**Run 1: M1 wires**

Drawn at 3 px/um. Supply wires on this layer in gray.
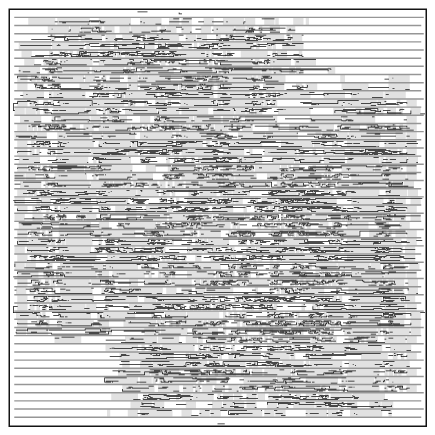
**Run 1: cell density map**

Drawn at 3 px/um. The die is cut into 14 by 14 equal tiles; dark blue is low, red is high, 0 to 100% covered.
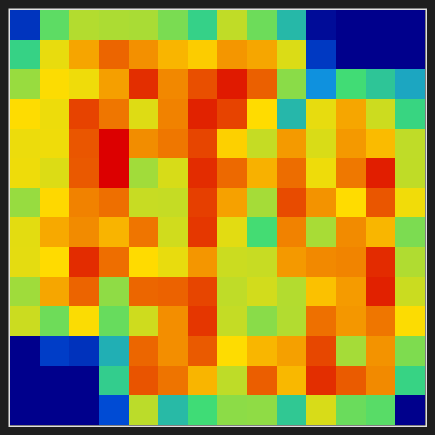
**Run 1: placement by cell class**

Drawn at 3 px/um.
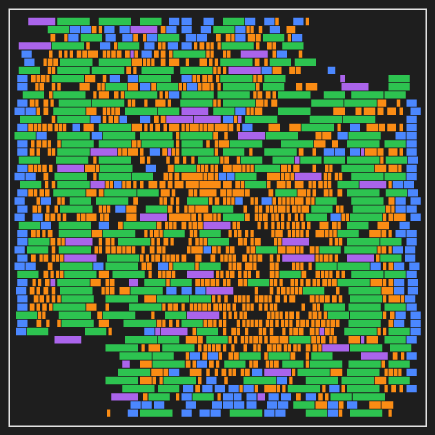
**config.mk**
```make
export PLATFORM = sky130hd
export DESIGN_NAME = if_fetch_stage_flat
export DESIGN_NICKNAME = d
export VERILOG_FILES = /design/src/rtl/if_fetch_stage_pkg.sv /design/src/rtl/if_fetch_stage_if.sv /design/src/rtl/if_fetch_stage_fetch_queue.sv /design/src/rtl/if_fetch_stage.sv /design/src/flat_wrapper.sv
export SDC_FILE = /design/constraint.sdc
export NUM_CORES = 1
export LEC_CHECK = 0
export ABC_AREA = 1
export CORE_UTILIZATION = 57
export CTS_CLUSTER_DIAMETER = 150
export DETAILED_ROUTE_END_ITERATION = 7
export PLACE_DENSITY = 0.85
export SKIP_LAST_GASP = 1
export SLEW_MARGIN = 20
export SYNTH_ARGS = -nofsm -noshare
export SYNTH_HDL_FRONTEND = slang
export SYNTH_SLANG_ARGS = --single-unit
```
**constraint.sdc**
```tcl
create_clock -name clk -period 12.65 [get_ports clk]
set_clock_uncertainty 0.05 [all_clocks]
set_input_delay 1.8975 -clock clk [delete_from_list [all_inputs] [get_ports clk]]
set_output_delay 1.8975 -clock clk [all_outputs]
set_load 0.005 [all_outputs]
```
**src/rtl/if_fetch_stage_pkg.sv**
```systemverilog
// ----------------------------------------------------------------------------
// if_fetch_stage_pkg
//   Shared types for the RV32 instruction fetch stage: PC/instruction words,
//   register address fields, the fetch queue entry and the IF/ID load select.
//   No ports (package).
// ----------------------------------------------------------------------------
package if_fetch_stage_pkg;

   typedef logic [31:0] pc_t;
   typedef logic [31:0] instr_t;
   typedef logic [4:0]  reg_addr_t;

   // addi x0, x0, 0
   localparam instr_t RV32_NOP = 32'h0000_0013;

   typedef struct packed {
      pc_t    pc;
      instr_t instr;
      logic   fault;
      logic   filled;
   } fetch_entry_t;

   typedef enum logic [1:0] {
      IFID_CLEAR,
      IFID_HOLD,
      IFID_LOAD
   } ifid_sel_e;

   function automatic reg_addr_t instr_rs1(input instr_t i);
      return i[19:15];
   endfunction

   function automatic reg_addr_t instr_rs2(input instr_t i);
      return i[24:20];
   endfunction

endpackage

```
**src/rtl/if_fetch_stage_if.sv**
```systemverilog
// ----------------------------------------------------------------------------
// if_fetch_stage_if
//   Instruction memory channel: valid/ready word request plus a valid-only,
//   in-order response.
//   master : fetch stage  (drives imem_req_valid, imem_req_addr)
//   slave  : memory       (drives imem_req_ready, imem_rsp_valid/data/err)
// ----------------------------------------------------------------------------
interface if_fetch_stage_if;
   import if_fetch_stage_pkg::*;

   logic   imem_req_valid;
   logic   imem_req_ready;
   pc_t    imem_req_addr;
   logic   imem_rsp_valid;
   instr_t imem_rsp_data;
   logic   imem_rsp_err;

   modport master (
      output imem_req_valid,
      output imem_req_addr,
      input  imem_req_ready,
      input  imem_rsp_valid,
      input  imem_rsp_data,
      input  imem_rsp_err
   );

   modport slave (
      input  imem_req_valid,
      input  imem_req_addr,
      output imem_req_ready,
      output imem_rsp_valid,
      output imem_rsp_data,
      output imem_rsp_err
   );

endinterface

```
**src/rtl/if_fetch_stage_fetch_queue.sv**
```systemverilog
// ----------------------------------------------------------------------------
// fetch_queue
//   In-order circular queue of fetch entries. Entries are allocated at issue
//   (unfilled), filled in order as responses return, and popped from the head.
//   Ports:
//     clk, rst_n          clock, synchronous active-low reset
//     i_flush             discard every entry (wins over all other ops)
//     i_alloc/i_alloc_pc  allocate tail entry for a newly accepted request
//     i_fill/...          fill the oldest unfilled entry
//     i_pop               remove head entry
//     o_count             allocated entries (filled + unfilled)
//     o_unfilled          allocated entries still awaiting a response
//     o_head              head entry (meaningful only when o_count != 0)
// ----------------------------------------------------------------------------
module fetch_queue
   import if_fetch_stage_pkg::*;
#(
   parameter int unsigned DEPTH = 2
)(
   input  logic                     clk,
   input  logic                     rst_n,
   input  logic                     i_flush,
   input  logic                     i_alloc,
   input  pc_t                      i_alloc_pc,
   input  logic                     i_fill,
   input  instr_t                   i_fill_instr,
   input  logic                     i_fill_fault,
   input  logic                     i_pop,
   output logic [$clog2(DEPTH):0]   o_count,
   output logic [$clog2(DEPTH):0]   o_unfilled,
   output fetch_entry_t             o_head
);

   localparam int unsigned AW = $clog2(DEPTH);

   fetch_entry_t r_mem [DEPTH];

   // Pointers carry one extra wrap bit so full and empty are distinguishable.
   logic [AW:0] r_head;
   logic [AW:0] r_tail;
   logic [AW:0] r_fptr;

   logic [AW-1:0] w_head_idx;
   logic [AW-1:0] w_tail_idx;
   logic [AW-1:0] w_fill_idx;

   assign w_head_idx = r_head[AW-1:0];
   assign w_tail_idx = r_tail[AW-1:0];
   assign w_fill_idx = r_fptr[AW-1:0];

   assign o_count    = r_tail - r_head;
   assign o_unfilled = r_tail - r_fptr;
   assign o_head     = r_mem[w_head_idx];

   always_ff @(posedge clk) begin
      if (!rst_n) begin
         r_head <= '0;
         r_tail <= '0;
         r_fptr <= '0;
      end else if (i_flush) begin
         r_head <= '0;
         r_tail <= '0;
         r_fptr <= '0;
      end else begin
         if (i_alloc) begin
            r_mem[w_tail_idx] <= '{pc: i_alloc_pc, instr: RV32_NOP, fault: 1'b0, filled: 1'b0};
            r_tail            <= r_tail + 1'b1;
         end
         // A fill never targets the slot allocated this cycle: responses
         // only ever answer requests accepted on an earlier edge.
         if (i_fill) begin
            r_mem[w_fill_idx].instr  <= i_fill_instr;
            r_mem[w_fill_idx].fault  <= i_fill_fault;
            r_mem[w_fill_idx].filled <= 1'b1;
            r_fptr                   <= r_fptr + 1'b1;
         end
         if (i_pop) begin
            r_head <= r_head + 1'b1;
         end
      end
   end

endmodule

```
**src/rtl/if_fetch_stage.sv**
```systemverilog
// ----------------------------------------------------------------------------
// if_fetch_stage
//   RV32 instruction fetch stage. Owns the PC, issues word fetches over the
//   imem channel, buffers in-order responses in fetch_queue and drives the
//   IF/ID pipeline register (including rs1/rs2 for the hazard unit).
//   Parameters: RESET_PC, QUEUE_DEPTH (power of 2, >= 2).
//   Ports:
//     clk, rst_n                 clock, synchronous active-low reset
//     pc_stall                   block new fetch issue
//     if_id_stall                hold IF/ID register
//     if_id_bubble               load NOP into IF/ID
//     branch_taken/target        redirect from EX (target[1:0] ignored)
//     imem                       instruction memory channel (master side)
//     if_id_valid/pc/instr/fault IF/ID register contents
//     if_id_rs1/rs2              instr[19:15] / instr[24:20]
//   Optional build macro FETCH_PERF_CNT_EN adds perf_fetch_cnt,
//   perf_squash_cnt and perf_stall_cnt outputs.
// ----------------------------------------------------------------------------
module if_fetch_stage
   import if_fetch_stage_pkg::*;
#(
   parameter pc_t         RESET_PC    = 32'h0000_0000,
   parameter int unsigned QUEUE_DEPTH = 2
)(
   input  logic                  clk,
   input  logic                  rst_n,
   input  logic                  pc_stall,
   input  logic                  if_id_stall,
   input  logic                  if_id_bubble,
   input  logic                  branch_taken,
   input  pc_t                   branch_target,
   if_fetch_stage_if.master      imem,
   output logic                  if_id_valid,
   output pc_t                   if_id_pc,
   output instr_t                if_id_instr,
   output logic                  if_id_fault,
   output reg_addr_t             if_id_rs1,
   output reg_addr_t             if_id_rs2
`ifdef FETCH_PERF_CNT_EN
   ,
   output logic [31:0]           perf_fetch_cnt,
   output logic [31:0]           perf_squash_cnt,
   output logic [31:0]           perf_stall_cnt
`endif
);

   localparam int unsigned AW = $clog2(QUEUE_DEPTH);
   localparam logic [AW+1:0] DEPTH_W = (AW+2)'(QUEUE_DEPTH);

   pc_t          r_pc_q;
   logic [AW:0]  r_drop_cnt;
   logic         r_req_pend;

   logic [AW:0]  w_count;
   logic [AW:0]  w_unfilled;
   fetch_entry_t w_head;
   logic [AW+1:0] w_inflight;
   logic         w_credit;
   logic         w_req_valid;
   logic         w_accept;
   logic         w_rsp_drop;
   logic         w_rsp_fill;
   instr_t       w_rsp_instr;
   logic         w_head_ready;
   logic         w_pop;
   instr_t       w_load_instr;
   logic         w_load_fault;
   ifid_sel_e    w_sel;

   // ---------------------------------------------------------------- issue
   // Every queued entry plus every response still to be dropped holds a slot.
   assign w_inflight = (AW+2)'(w_count) + (AW+2)'(r_drop_cnt);
   assign w_credit   = w_inflight < DEPTH_W;

   // A request left waiting for ready stays up (same address) until it is
   // accepted; pc_stall only blocks fresh issue, redirect always withdraws.
   assign w_req_valid = rst_n && !branch_taken && (r_req_pend || (!pc_stall && w_credit));
   assign w_accept    = w_req_valid && imem.imem_req_ready;

   assign imem.imem_req_valid = w_req_valid;
   assign imem.imem_req_addr  = r_pc_q;

   // ------------------------------------------------------------- response
   assign w_rsp_drop  = imem.imem_rsp_valid && (r_drop_cnt != '0);
   assign w_rsp_fill  = imem.imem_rsp_valid && (r_drop_cnt == '0);
   assign w_rsp_instr = imem.imem_rsp_err ? RV32_NOP : imem.imem_rsp_data;

   // Fills are in order, so an unfilled head is exactly the entry the
   // current response fills; that enables the same-edge bypass into IF/ID.
   assign w_head_ready = (w_count != '0) && (w_head.filled || w_rsp_fill);
   assign w_load_instr = w_head.filled ? w_head.instr : w_rsp_instr;
   assign w_load_fault = w_head.filled ? w_head.fault : imem.imem_rsp_err;

   always_comb begin
      w_sel = IFID_CLEAR;
      if (branch_taken || if_id_bubble) begin
         w_sel = IFID_CLEAR;
      end else if (if_id_stall) begin
         w_sel = IFID_HOLD;
      end else if (w_head_ready) begin
         w_sel = IFID_LOAD;
      end
   end

   assign w_pop = (w_sel == IFID_LOAD);

   fetch_queue #(
      .DEPTH (QUEUE_DEPTH)
   ) u_fetch_queue (
      .clk          (clk),
      .rst_n        (rst_n),
      .i_flush      (branch_taken),
      .i_alloc      (w_accept),
      .i_alloc_pc   (r_pc_q),
      .i_fill       (w_rsp_fill),
      .i_fill_instr (w_rsp_instr),
      .i_fill_fault (imem.imem_rsp_err),
      .i_pop        (w_pop),
      .o_count      (w_count),
      .o_unfilled   (w_unfilled),
      .o_head       (w_head)
   );

   // ------------------------------------------------------ PC / drop state
   always_ff @(posedge clk) begin
      if (!rst_n) begin
         r_pc_q     <= RESET_PC;
         r_drop_cnt <= '0;
         r_req_pend <= 1'b0;
      end else begin
         if (branch_taken) begin
            r_pc_q     <= {branch_target[31:2], 2'b00};
            r_req_pend <= 1'b0;
            // Still-outstanding responses after redirect: pending drops plus
            // unfilled entries, less the one response consumed this cycle
            // (whether it was a drop or a fill the flush throws away).
            r_drop_cnt <= r_drop_cnt + w_unfilled - {{AW{1'b0}}, imem.imem_rsp_valid};
         end else begin
            if (w_accept) begin
               r_pc_q <= r_pc_q + 32'd4;
            end
            r_req_pend <= w_req_valid && !imem.imem_req_ready;
            if (w_rsp_drop) begin
               r_drop_cnt <= r_drop_cnt - 1'b1;
            end
         end
      end
   end

   // ------------------------------------------------------------ IF/ID reg
   always_ff @(posedge clk) begin
      if (!rst_n) begin
         if_id_valid <= 1'b0;
         if_id_pc    <= '0;
         if_id_instr <= RV32_NOP;
         if_id_fault <= 1'b0;
         if_id_rs1   <= '0;
         if_id_rs2   <= '0;
      end else begin
         case (w_sel)
            IFID_LOAD: begin
               if_id_valid <= 1'b1;
               if_id_pc    <= w_head.pc;
               if_id_instr <= w_load_instr;
               if_id_fault <= w_load_fault;
               if_id_rs1   <= instr_rs1(w_load_instr);
               if_id_rs2   <= instr_rs2(w_load_instr);
            end
            IFID_HOLD: begin
               if_id_valid <= if_id_valid;
               if_id_pc    <= if_id_pc;
               if_id_instr <= if_id_instr;
               if_id_fault <= if_id_fault;
               if_id_rs1   <= if_id_rs1;
               if_id_rs2   <= if_id_rs2;
            end
            default: begin
               if_id_valid <= 1'b0;
               if_id_pc    <= '0;
               if_id_instr <= RV32_NOP;
               if_id_fault <= 1'b0;
               if_id_rs1   <= instr_rs1(RV32_NOP);
               if_id_rs2   <= instr_rs2(RV32_NOP);
            end
         endcase
      end
   end

`ifdef FETCH_PERF_CNT_EN
   // -------------------------------------------------------- perf counters
   always_ff @(posedge clk) begin
      if (!rst_n) begin
         perf_fetch_cnt  <= '0;
         perf_squash_cnt <= '0;
         perf_stall_cnt  <= '0;
      end else begin
         perf_fetch_cnt  <= perf_fetch_cnt + 32'(w_pop);
         perf_squash_cnt <= perf_squash_cnt + 32'(w_rsp_drop || (w_rsp_fill && branch_taken));
         perf_stall_cnt  <= perf_stall_cnt + 32'(!w_req_valid && !branch_taken);
      end
   end
`endif

   // A response with nothing outstanding is a memory protocol violation.
   a_rsp_expected: assert property (@(posedge clk) disable iff (!rst_n)
      imem.imem_rsp_valid |-> ((r_drop_cnt != '0) || (w_unfilled != '0)));

endmodule

```
**src/flat_wrapper.sv**
```systemverilog
// flat-port wrapper written by rule: the top's interface ports become plain ports
module if_fetch_stage_flat import if_fetch_stage_pkg::*;
#(
   parameter pc_t         RESET_PC    = 32'h0000_0000,
   parameter int unsigned QUEUE_DEPTH = 2
)
  (clk, rst_n, pc_stall, if_id_stall, if_id_bubble, branch_taken, branch_target, if_id_valid, if_id_pc, if_id_instr, if_id_fault, if_id_rs1, if_id_rs2, imem_imem_req_valid, imem_imem_req_addr, imem_imem_req_ready, imem_imem_rsp_valid, imem_imem_rsp_data, imem_imem_rsp_err);
  if_fetch_stage_if imem_i ();
  input  logic clk;
  input  logic rst_n;
  input  logic pc_stall;
  input  logic if_id_stall;
  input  logic if_id_bubble;
  input  logic branch_taken;
  input  pc_t branch_target;
  output logic if_id_valid;
  output pc_t if_id_pc;
  output instr_t if_id_instr;
  output logic if_id_fault;
  output reg_addr_t if_id_rs1;
  output reg_addr_t if_id_rs2;
  output wire logic [$bits(imem_i.imem_req_valid)-1:0] imem_imem_req_valid;
  output wire logic [$bits(imem_i.imem_req_addr)-1:0] imem_imem_req_addr;
  input wire logic [$bits(imem_i.imem_req_ready)-1:0] imem_imem_req_ready;
  input wire logic [$bits(imem_i.imem_rsp_valid)-1:0] imem_imem_rsp_valid;
  input wire logic [$bits(imem_i.imem_rsp_data)-1:0] imem_imem_rsp_data;
  input wire logic [$bits(imem_i.imem_rsp_err)-1:0] imem_imem_rsp_err;
  assign imem_imem_req_valid = imem_i.imem_req_valid;
  assign imem_imem_req_addr = imem_i.imem_req_addr;
  assign imem_i.imem_req_ready = imem_imem_req_ready;
  assign imem_i.imem_rsp_valid = imem_imem_rsp_valid;
  assign imem_i.imem_rsp_data = imem_imem_rsp_data;
  assign imem_i.imem_rsp_err = imem_imem_rsp_err;
  if_fetch_stage #(.RESET_PC(RESET_PC), .QUEUE_DEPTH(QUEUE_DEPTH)) u_core (.clk(clk), .rst_n(rst_n), .pc_stall(pc_stall), .if_id_stall(if_id_stall), .if_id_bubble(if_id_bubble), .branch_taken(branch_taken), .branch_target(branch_target), .imem(imem_i), .if_id_valid(if_id_valid), .if_id_pc(if_id_pc), .if_id_instr(if_id_instr), .if_id_fault(if_id_fault), .if_id_rs1(if_id_rs1), .if_id_rs2(if_id_rs2));
endmodule
```
==> results_slide.txt, run 1 <==
Synthesis and Place & Route Summary

CTS
  – Root buf cell: clkbuf_16
  – Post-CTS Hold Buffers: 0
  – Clk_lat worst skew: 0.52 ns
  – Clock transition at path regs: 0.06 ns
  – CTS sink cnt: 232
  – Post-CTS sizing: 0
  – CTS tree: built
  – CTS Buf Count: 24
  – Clock buffer depth: 3

Die
  – Die height: approximately 140 um
  – Ports: 182
  – Die Width: 138 um
  – Tapcells: 229
  – Die area: 19200 um2

Synth
  – Top cell type by total area after synthesis: edfxtp_1
  – Most instantiated cells after synthesis: nand2_1 (345), nor2_1 (131), edfxtp_1 (126)
  – Yosys synthesis chip area: 10600 um2
  – Synth Area in XOR/XNOR: under 10%
  – Cell count after synthesis: approximately 1200
  – YS warnings: 0
  – Area of the mapped netlist: 10600 um2
  – Top cell area share: 35.6%
  – Avg Inst Size Synth: 8.86 um2
  – Top cell type by instance count after synthesis: nand2_1
  – Post-synth EDFFs: roughly 130
  – Yosys stat cell total: 1198
  – Main flop type after synthesis: edfxtp_1

Global routing
  – Gr usage total: 26.3%
  – Met2 track demand over resource: around 46%
  – Global routing usage on met3: 4.30%
  – Grt peak-use layer: met2
  – Largest net degree at the start of global routing: 85

Layout
  – Flop count: 232
  – Clock buf count: 27
  – Buffers, non-clock: 184
  – Final nets: 1416
  – Area-dominant class: registers
  – Fill cells: 1301
  – Number of logic gates: between 800 and 900
  – Multi-input gate share of total cell area: ~30%
  – Comb area: 4010 um2
  – Syn-to-layout area delta: 24.4%
  – NonClk Buf Share: around 14%
  – Count of non-CTS inverters in the layout: 84

Routing
  – WL met2: 12500 um
  – Vias/cell: ~5.4
  – # DRC: 20
  – Wire per inst: roughly 16 um
  – Top layer reached by signal wires: met4
  – DRT iter0 DRCs: 650
  – Post-Route M1 WL: 10200 um

STA
  – Fin. max-slew vios: 0
  – Min Tclk post-route: 5.88 ns
  – Max Freq: 170 MHz
  – RSZ-0062 raised after global routing: false
  – Slew @ Worst Pin: 1.05 ns
  – Setup-failing EPs final: 0

Placement
  – Hpwl dp: roughly 16000 um
  – # port buffers: 175

Min path
  – Worst Hold Endpoint: u_core.u_fetch_queue.r_mem[1][0]$_SDFFE_PP1P_
  – Hold Startpoint: u_core.u_fetch_queue.r_mem[1][0]$_SDFFE_PP1P_

Power and ir drop
  – Pwr dens: 131 nW/um2
  – Peak supply drop: 112 uV
  – Leakage dissipation: 4.62 nW
  – Power Total: 0.00173 W

Outcome
  – Failing checks: design-rule violations
  – Outcome: complete, but fails checks

Worst setup path
  – Max FO, Critical Path: 32
  – Worst Reg2Reg Path Length in Cells: 15
  – RR Endpoint: u_core.u_fetch_queue.r_mem[0][2]$_DFFE_PP_
  – Worst EP required: around 13 ns
  – Crit. Startpoint: rst_n
  – Critical Path Sink Type: register
  – Reg-to-reg setup timing slack: 7.50 ns

Job
  – Max cap viols: 0
  – OpenROAD warnings: 28
Notes on 'M1 wires' above:
- main direction: horizontal
- share of all routed wire: 40%
via count: 8592
Post-Route WL: 25300 um
M1 GR Usage: 32.4%

Notes on 'cell density map' above:
- mean over tiles: 67%
- tiles over 75% full: 46%
- nearly empty tiles: 7.1%
- fullest tile: 100%
final core utilization: 73.0%
floorplan core density: 58.7%
Core Region: 18100 um2

Notes on 'placement by cell class' above:
- green: flip-flops (cells 232; share of their area 46%)
- purple: clock drivers and dummy loads (cells 44; share of their area 6.6%)
- orange: all other logic (cells 894; share of their area 34%)
- blue: other buffers and delay cells (cells 184; share of their area 14%)
Seq area share: 44.8%
cell area after layout: 13200 um2
row count: 49

-- run 1: state kept, by name (all words and copies together) (netlist names), 2 cells and up, named ones only --
signal	flops
u_core.imem.imem_req_addr	30
u_core.u_fetch_queue.r_fptr	2
u_core.u_fetch_queue.r_tail	2
u_core.if_id_instr	32
u_core.u_fetch_queue.r_head	2
u_core.r_drop_cnt	2
u_core.u_fetch_queue.r_mem	128
u_core.if_id_pc	30
-- run 1: kinds of logic (layout without fill, tap and decap cells) --
family / after synthesis / in the layout
other: 1 / 4
multiplexers: 55 / 55
flip-flops: 232 / 232
adder cells (fa/ha/maj): 7 / 7
XOR/XNOR: 15 / 15
AND-OR/OR-AND: 159 / 159
buffers and inverters: 159 / 312
AND/OR/NAND/NOR: 570 / 570
-- run 1: critical path, stage by stage --
cell and delay [ns]:
clkdlybuf4s50_1 0.81, inv_2 0.11, nor2_4 0.20, inv_1 0.15, nor3_1 0.42, clkinv_1 0.96, nand2_1 0.97, buf_4 0.40
inv_1 0.11, a21oi_1 0.13
-- run 1: stage by stage --
step / cells / worst slack [ns] / hold WS (ns) / area (um2)
global route: 1583 / 6.42 / 0.427 / 13200
detailed placement: 1539 / 6.48 / 0.398 / 12300
finish: 1583 / 6.77 / 0.408 / 13200
floorplan: 1201 / 7.32 / 0.369 / 10600
global placement: 1539 / 6.55 / 0.383 / 12300
CTS: 1583 / 6.98 / 0.407 / 13200
-- run 1: power breakdown --
group	internal, W	switching [W]	total [W]	leakage, nW
clock	0.000467	0.000292	0.000759	0.417
sequential	0.000809	0.0000171	0.000826	2.01
combinational	0.0000587	0.0000855	0.000144	2.19
==> inputs of run 2 (changes only) <==
CORE_UTILIZATION = 53   (was 57)
PLACE_DENSITY = 0.8   (was 0.85)
clock period = 6 ns   (was 12.65 ns; I/O delays follow)
**Run 2: cell outlines without signal wires**

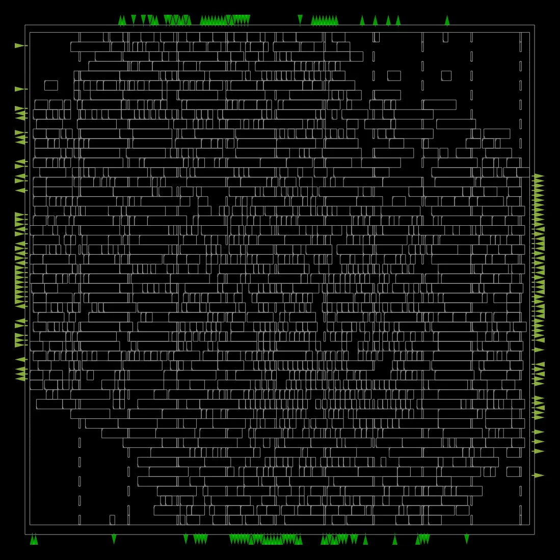
flop count: 232
Core Region: 19500 um2
Fill cells: 1550
final core utilization: 67.6%
Seq area share: 44.7%

**Run 2: placement by cell class**

Drawn at 2 px/um.
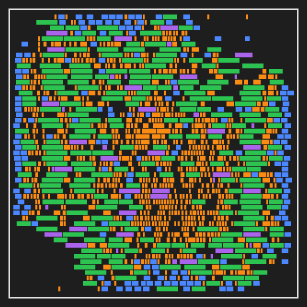
- orange: all other logic (cells 894; share of their area 34%)
- purple: clock drivers and dummy loads (cells 44; share of their area 6.2%)
- blue: other buffers and delay cells (cells 186; share of their area 14%)
- green: flip-flops (cells 232; share of their area 46%)
cell area after layout: 13200 um2
row count: 51

**Run 2: M1 wires**

Drawn at 3 px/um. Supply wires on this layer in gray.
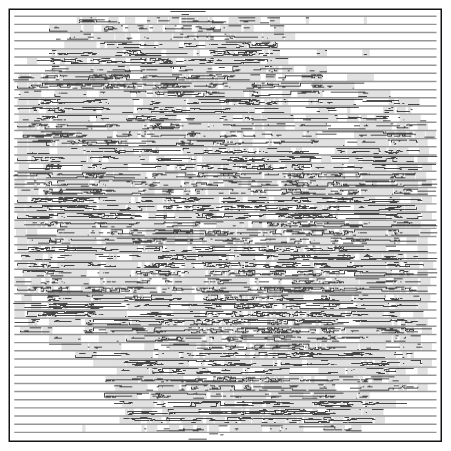
- share of all routed wire: 41%
- wire length on this layer: 10400 um
- nets with wire on the layer: 1278
- main direction: horizontal
- longest straight run: 37.0 um
M1 GR Usage: 31.3%
via count: 8567

==> results_slide.txt, run 2 <==
Synthesis and Place & Route Summary

Outcome
  – Outcome: completed

Job
  – Max cap viols: 0 (unchanged)
  – OpenROAD warnings: 28 (unchanged)

Worst setup path
  – Worst path slowest cell: clkinv_1
  – Worst Reg2Reg Path Length in Cells: 10 (-5)
  – Crit-path leading delay family: buffers and inverters
  – Max FO, Critical Path: 34 (+6.3%)
  – Critical Path Sink Type: register
  – Worst path most repeated cell: inv_1
  – CP max stage delay: 0.96 ns (about the same)
  – CP bufs+invs: 6 (unchanged)
  – RR Endpoint: u_core.if_id_instr[0]$_SDFFE_PN1P_
  – CP cell instances: clkdlybuf4s50_1 -> inv_2 -> nor2_4 -> inv_1 -> nor3_1 -> clkinv_1 -> nand2_1 -> buf_4 -> inv_1 -> a21oi_1

CTS
  – Clock transition at path regs: 0.06 ns (about the same)
  – Post-CTS sizing: 0 (unchanged)
  – Post-CTS Hold Buffers: 0 (unchanged)
  – Clock buffer depth: 3 (unchanged)
  – CTS sink cnt: 232 (unchanged)
  – CTS Buf Count: 24 (unchanged)
  – CTS tree: built
  – Clk_lat worst skew: 0.52 ns (about the same)
  – Root buf cell: clkbuf_16

Routing
  – # DRC: 0 (-100%)
  – Top layer reached by signal wires: met5
  – Vias/cell: 5.29 (-2.6%)
  – Post-Route M1 WL: 10400 um (+1.8%)
  – Wire per inst: 15.7 um (-1.6%)
  – WL met2: 12500 um (+0.71%)

Synth
  – YS warnings: 0 (unchanged)
  – Top cell area share: 35.6% (unchanged)
  – Area of the mapped netlist: 10600 um2 (unchanged)
  – Top cell type by instance count after synthesis: nand2_1
  – Yosys synthesis chip area: 10600 um2 (unchanged)
  – Main flop type after synthesis: edfxtp_1
  – Post-synth EDFFs: 126 (unchanged)
  – Yosys stat cell total: 1198 (unchanged)
  – Cell count after synthesis: 1198 (unchanged)

STA
  – Slew @ Worst Pin: 1.05 ns (+0.00395 ns)
  – Min Tclk post-route: 4.33 ns
  – RSZ-0062 raised after global routing: false
  – Max Freq: 231 MHz
  – Fin. max-slew vios: 0 (unchanged)

Global routing
  – Met2 track demand over resource: 43.9% (-2.2 points)
  – Largest net degree at the start of global routing: 85 (unchanged)
  – Grt peak-use layer: met2

Layout
  – Clock buf count: 29 (+7.4%)
  – Count of non-CTS inverters in the layout: 84 (unchanged)
  – Area-dominant class: registers
  – Multi-input gate share of total cell area: 30.4% (about the same)
  – Buffers, non-clock: 186 (+1.1%)
  – Number of flip-flops in the largest register: 128 (unchanged)
  – Syn-to-layout area delta: 24.4% (about the same)
  – NonClk Buf Share: 13.9% (+0.11 points)
  – Biggest regs: u_core.u_fetch_queue.r_mem: 128 flops, u_core.if_id_instr: 32 flops
  – Number of logic gates: 810 (unchanged)
  – Most flops, register: u_core.u_fetch_queue.r_mem

Power and ir drop
  – Pwr dens: 269 nW/um2 (+110%)
  – Comb pwr: 0.000304 W (+110%)
  – Comb power frac: 8.5% (+0.2 points)
  – Net Sw Power: 0.000831 W (+110%)
  – Leakage dissipation: 4.59 nW (-0.66%)
  – Peak supply drop: 175 uV (+56%)
  – Net switching fraction of the power: 23.4% (+0.57 points)
  – Clock group: 0.00151 W (+99%)

Min path
  – Worst Hold Endpoint: u_core.u_fetch_queue.r_mem[1][0]$_SDFFE_PP1P_

Die
  – Die height: 144 um (+3.7%)
  – Floorplan core density: 54.4% (-4.3 points)
  – Ports: 182 (unchanged)
  – Die Width: 144 um (+3.7%)
  – Tapcells: 265 (+16%)
  – Die area: 20600 um2 (+7.4%)

Placement
  – # port buffers: 175 (unchanged)
  – Hpwl dp: 16600 um (+3.9%)
  – Post-Place Setup Slack: 1.63 ns (-4.84 ns)
-- run 2: cell counts after synthesis --
No cell type changed its count.
-- run 2: worst max-delay path by stage --
stage / from / endpoint
2_1_floorplan: u_core.u_fetch_queue.r_tail[0]$_SDFFE_PP0P_ / u_core.u_fetch_queue.r_mem[1][2]$_DFFE_PP_
4_1_cts: register / u_core.if_id_instr[0]$_SDFFE_PN1P_
6_report: rst_n / u_core.u_fetch_queue.r_mem[0][3]$_DFFE_PP_
3_5_place_dp: rst_n / u_core.u_fetch_queue.r_mem[0][3]$_DFFE_PP_
3_3_place_gp: rst_n / u_core.u_fetch_queue.r_mem[0][3]$_DFFE_PP_
5_1_grt: rst_n / u_core.u_fetch_queue.r_mem[0][6]$_DFFE_PP_
-- run 2: kinds of logic (layout without fill, tap and decap cells) --
group / after synthesis / count (layout) / share of synthesized area (%)
AND-OR/OR-AND: 159 / 159 / 8.15
XOR/XNOR: 15 / 15 / 1.24
adder cells (fa/ha/maj): 7 / 7 / 1.04
multiplexers: 55 / 55 / 5.54
AND/OR/NAND/NOR: 570 / 570 / 21.5
flip-flops: 232 / 232 / 55.6
buffers and inverters: 159 / 314 / 6.83
other: 1 / 4 / 0.0353
-- run 2: stage by stage --
stage / cells / hold WS, ns / cell area (um2)
after global routing: 1621 / 0.419 / 13200
after floorplan: 1201 / 0.369 / 10600
after detailed placement: 1577 / 0.383 / 12400
after CTS: 1621 / 0.397 / 13200
final: 1621 / 0.394 / 13200
after global placement: 1577 / 0.383 / 12400
-- run 2: worst min-delay path: cells and delay by family, from the launching register on --
family | cells | cell delay (ns)
and+or+nand+nor | 2 | 0.10
DFF | 1 | 0.31
==> inputs of run 3 (changes only) <==
clock period = 4.11 ns   (was 6 ns; I/O delays follow)
**Run 3: placement by cell class**

Drawn at 2 px/um.
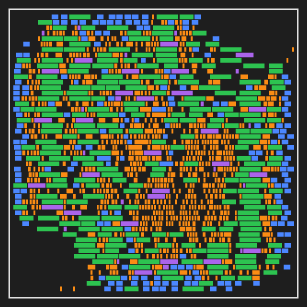
- orange: all other logic (cells 894; share of their area 34%)
- purple: clock drivers and dummy loads (cells 44; share of their area 6.0%)
- blue: other buffers and delay cells (cells 190; share of their area 15%)
- green: flip-flops (cells 232; share of their area 46%)
Seq area share: 44.6%
cell area after layout: 13200 um2
final core utilization: 67.8%

**Run 3: cell outlines without signal wires**

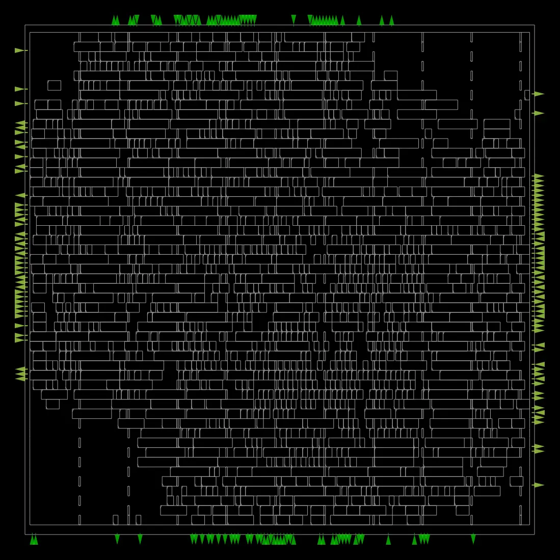
Fill cells: 1553
Tapcells: 265
fin cells: 1625

**Run 3: M1 wires**

Drawn at 3 px/um. Supply wires on this layer in gray.
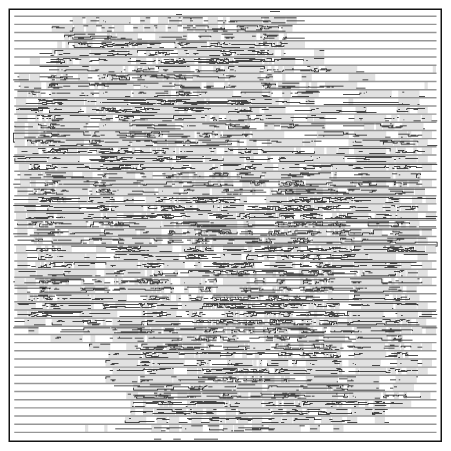
- share of all routed wire: 41%
- nets with wire on the layer: 1284
M1 GR Usage: 30.0%
via count: 8601

==> results_slide.txt, run 3 <==
Synthesis and Place & Route Summary

Worst setup path
  – Reg-to-reg setup timing slack: roughly 0.83 ns
  – Critical Path Sink Type: primary output
  – Worst Path Arrival: 2.91 ns
  – RR Endpoint: u_core.u_fetch_queue.r_mem[1][2]$_DFFE_PP_
  – Worst R2R Start: u_core.u_fetch_queue.r_tail[0]$_SDFFE_PP0P_
  – Crit Path Class: reg2out
  – Max FO, Critical Path: 4 (-88%)
  – Crit start category: register
  – Worst EP required: 3.44 ns
  – Worst Reg2Reg Path Length in Cells: 14 (+4)

Job
  – Max cap viols: 0 (unchanged)
  – OpenROAD warnings: 28 (unchanged)

Power and ir drop
  – Net Sw Power: 0.00118 W (+42%)
  – Biggest consumer: registers
  – Comb power frac: 8.8% (+0.3 points)
  – Peak supply drop: 322 uV (+84%)
  – Power Internal: 0.00392 W
  – Power Total: a little over 0.005 W
  – Comb pwr: 0.000448 W (+47%)
  – Seq power: roughly 0.0025 W
  – Clock group: 0.00211 W (+40%)
  – Leakage dissipation: 4.63 nW (+0.81%)
  – Clock network power share: 41.4%
  – Sequential share of power: 49.8%
  – Pwr dens: 385 nW/um2 (+43%)
  – Net switching fraction of the power: 23.2% (-0.18 points)

Layout
  – Clk tree area frac: 5.82%
  – Top Layout Cells: nand2_1 (345), clkdlybuf4s50_1 (175), nor2_1 (129)
  – Ant diodes: 0
  – Clock buf count: 31 (+6.9%)
  – Area-dominant class: registers
  – Buffers, non-clock: 190 (+2.2%)
  – Comb area: 4020 um2
  – Count of non-CTS inverters in the layout: 84 (unchanged)
  – Biggest regs: u_core.u_fetch_queue.r_mem: 128 flops, u_core.if_id_instr: 32 flops
  – NonClk Buf Share: 14.4% (+0.47 points)
  – Syn-to-layout area delta: 24.8%
  – Flop count: 232 (unchanged)
  – Top cell excl fill/tap: nand2_1
  – Number of flip-flops in the largest register: 128 (unchanged)
  – Register area: 5910 um2
  – Final nets: approximately 1400
  – Share of layout cells above drive strength 1: 8.24%
  – Most flops, register: u_core.u_fetch_queue.r_mem
  – Multi-input gate share of total cell area: 30.3% (-0.051 points)
  – Number of logic gates: 810 (unchanged)

Synth
  – Most instantiated cells after synthesis: nand2_1 (345), nor2_1 (131), edfxtp_1 (126)
  – Top cell type by instance count after synthesis: nand2_1
  – Yosys stat cell total: 1198 (unchanged)
  – Cell count after synthesis: 1198 (unchanged)
  – Yosys synthesis chip area: 10600 um2 (unchanged)
  – Main flop type after synthesis: edfxtp_1
  – Post-synth EDFFs: 126 (unchanged)
  – Area of the mapped netlist: 10600 um2 (unchanged)
  – Top cells by area: edfxtp_1 (36%), dfxtp_1 (20%), nand2_1 (12%)
  – YS warnings: 0 (unchanged)
  – Avg Inst Size Synth: 8.86 um2
  – Seq/Total Area, Yosys: 55.6%
  – Seq cells post-synth: 232
  – Async SR Flop Fraction: 0%
  – Top cell type by total area after synthesis: edfxtp_1
  – Top cell area share: 35.6% (unchanged)
  – Distinct lib cells: 37

STA
  – Max Freq: roughly 280 MHz
  – Slew @ Worst Pin: 1.03 ns (-0.0254 ns)
  – PnR worst setup slack: 0.532 ns
  – Min Tclk post-route: 3.58 ns
  – Cycle use final: 87.1%
  – Setup-failing EPs final: 0
  – Slew Limit Headroom: 31.4%
  – Hold Vio Cnt, Final: 0
  – Hold WS: 0.412 ns (+0.0177 ns)
  – RSZ-0062 raised after global routing: false
  – TNS Setup: 0 ns
  – Fin. max-slew vios: 0 (unchanged)

CTS
  – Post-CTS sizing: 0 (unchanged)
  – CTS Buf Count: 24 (unchanged)
  – CTS tree: built
  – H-tree depth: 1
  – Post-CTS Hold Buffers: 0 (unchanged)
  – Clock transition at path regs: 0.06 ns (about the same)
  – CTS sink cnt: 232 (unchanged)
  – Clock buffer depth: 3 (unchanged)
  – Root buf cell: clkbuf_16
  – Post-CTS Setup Repair Bufs: 0
  – Clk_lat worst skew: 0.51 ns (about the same)

Routing
  – # DRC: 0 (unchanged)
  – Post-DRT Antenna Nets: 0
  – DRT iter0 DRCs: between 600 and 700
  – Wire per inst: 15.5 um (-1.6%)
  – Vias/cell: 5.29 (+0.15%)
  – Drt pass-1 iters: 6
  – Post-Route WL: about 25000 um

Die
  – Row count: 51 (unchanged)
  – Core Region: 19500 um2 (unchanged)
  – Die Width: 144 um (unchanged)
  – Ports: 182 (unchanged)
  – Die area: 20600 um2 (unchanged)
  – Floorplan core density: 54.4% (unchanged)
  – Die height: 144 um (unchanged)

Placement
  – Placed instance count: 1581 (+0.25%)
  – Hpwl dp: 16300 um (-1.5%)
  – Global placer's final weighted congestion: 0.882
  – Post-Place Setup Slack: 0.903 ns (-0.729 ns)
  – Placed inst area: 12500 um2 (+0.59%)
  – # port buffers: 175 (unchanged)

Global routing
  – First-pass GRT wire length: 39700 um
  – Largest net degree at the start of global routing: 85 (unchanged)
  – Vias in the first global route: 8136
  – Gr usage total: 24.5%
  – Grt ovf: 0
  – Initial antenna violation count: 0

Min path
  – Worst Hold Endpoint: u_core.u_fetch_queue.r_mem[1][0]$_SDFFE_PP1P_
  – Hold Crit Depth: 2
  – Hold Startpoint: u_core.u_fetch_queue.r_mem[1][0]$_SDFFE_PP1P_
  – Hold crit path type: reg2reg

Outcome
  – Outcome: completed
-- run 3: how the worst max path moves through the flow --
stage	from	to	slack [ns]	cells after the start
finish	u_core.u_fetch_queue.r_tail[0]$_SDFFE_PP0P_	imem_imem_req_valid	0.53	9
global placement	u_core.u_fetch_queue.r_tail[0]$_SDFFE_PP0P_	u_core.u_fetch_queue.r_mem[1][2]$_DFFE_PP_	0.97	14
floorplan	u_core.u_fetch_queue.r_tail[0]$_SDFFE_PP0P_	u_core.u_fetch_queue.r_mem[1][2]$_DFFE_PP_	0.28	13
detailed placement	u_core.u_fetch_queue.r_tail[0]$_SDFFE_PP0P_	u_core.u_fetch_queue.r_mem[1][3]$_DFFE_PP_	0.90	14
CTS	u_core.u_fetch_queue.r_tail[0]$_SDFFE_PP0P_	imem_imem_req_valid	0.51	9
global route	u_core.u_fetch_queue.r_tail[0]$_SDFFE_PP0P_	imem_imem_req_valid	0.40	9
-- run 3: per-layer routing --
metal | part of all wire, % | GRT usage (%) | up-vias
li1 | - | - | 4210
met1 | 41 | 30.0 | 4019
met2 | 50 | 43.9 | 336
met3 | 7.7 | 4.27 | 36
met4 | 1.6 | 7.05 | 0
met5 | 0 | 0 | -
-- run 3: worst max-delay path, cell delays in order, from the launching register on --
cell and delay [ns]:
dfxtp_1 0.33, inv_1 0.11, ha_1 0.35, or2_2 0.32
fa_1 0.48, nand3_1 0.07, nand2_1 0.08, nand2_1 0.07
inv_1 0.06, clkdlybuf4s50_1 0.53
-- run 3: cells by family after synthesis --
kind of cell | share of synthesized area (%)
AND-OR/OR-AND | 8.15
buffers and inverters | 6.83
other | 0.0353
multiplexers | 5.54
XOR/XNOR | 1.24
AND/OR/NAND/NOR | 21.5
flip-flops | 55.6
adder cells (fa/ha/maj) | 1.04
Power is estimated from default activity; no workload was simulated.
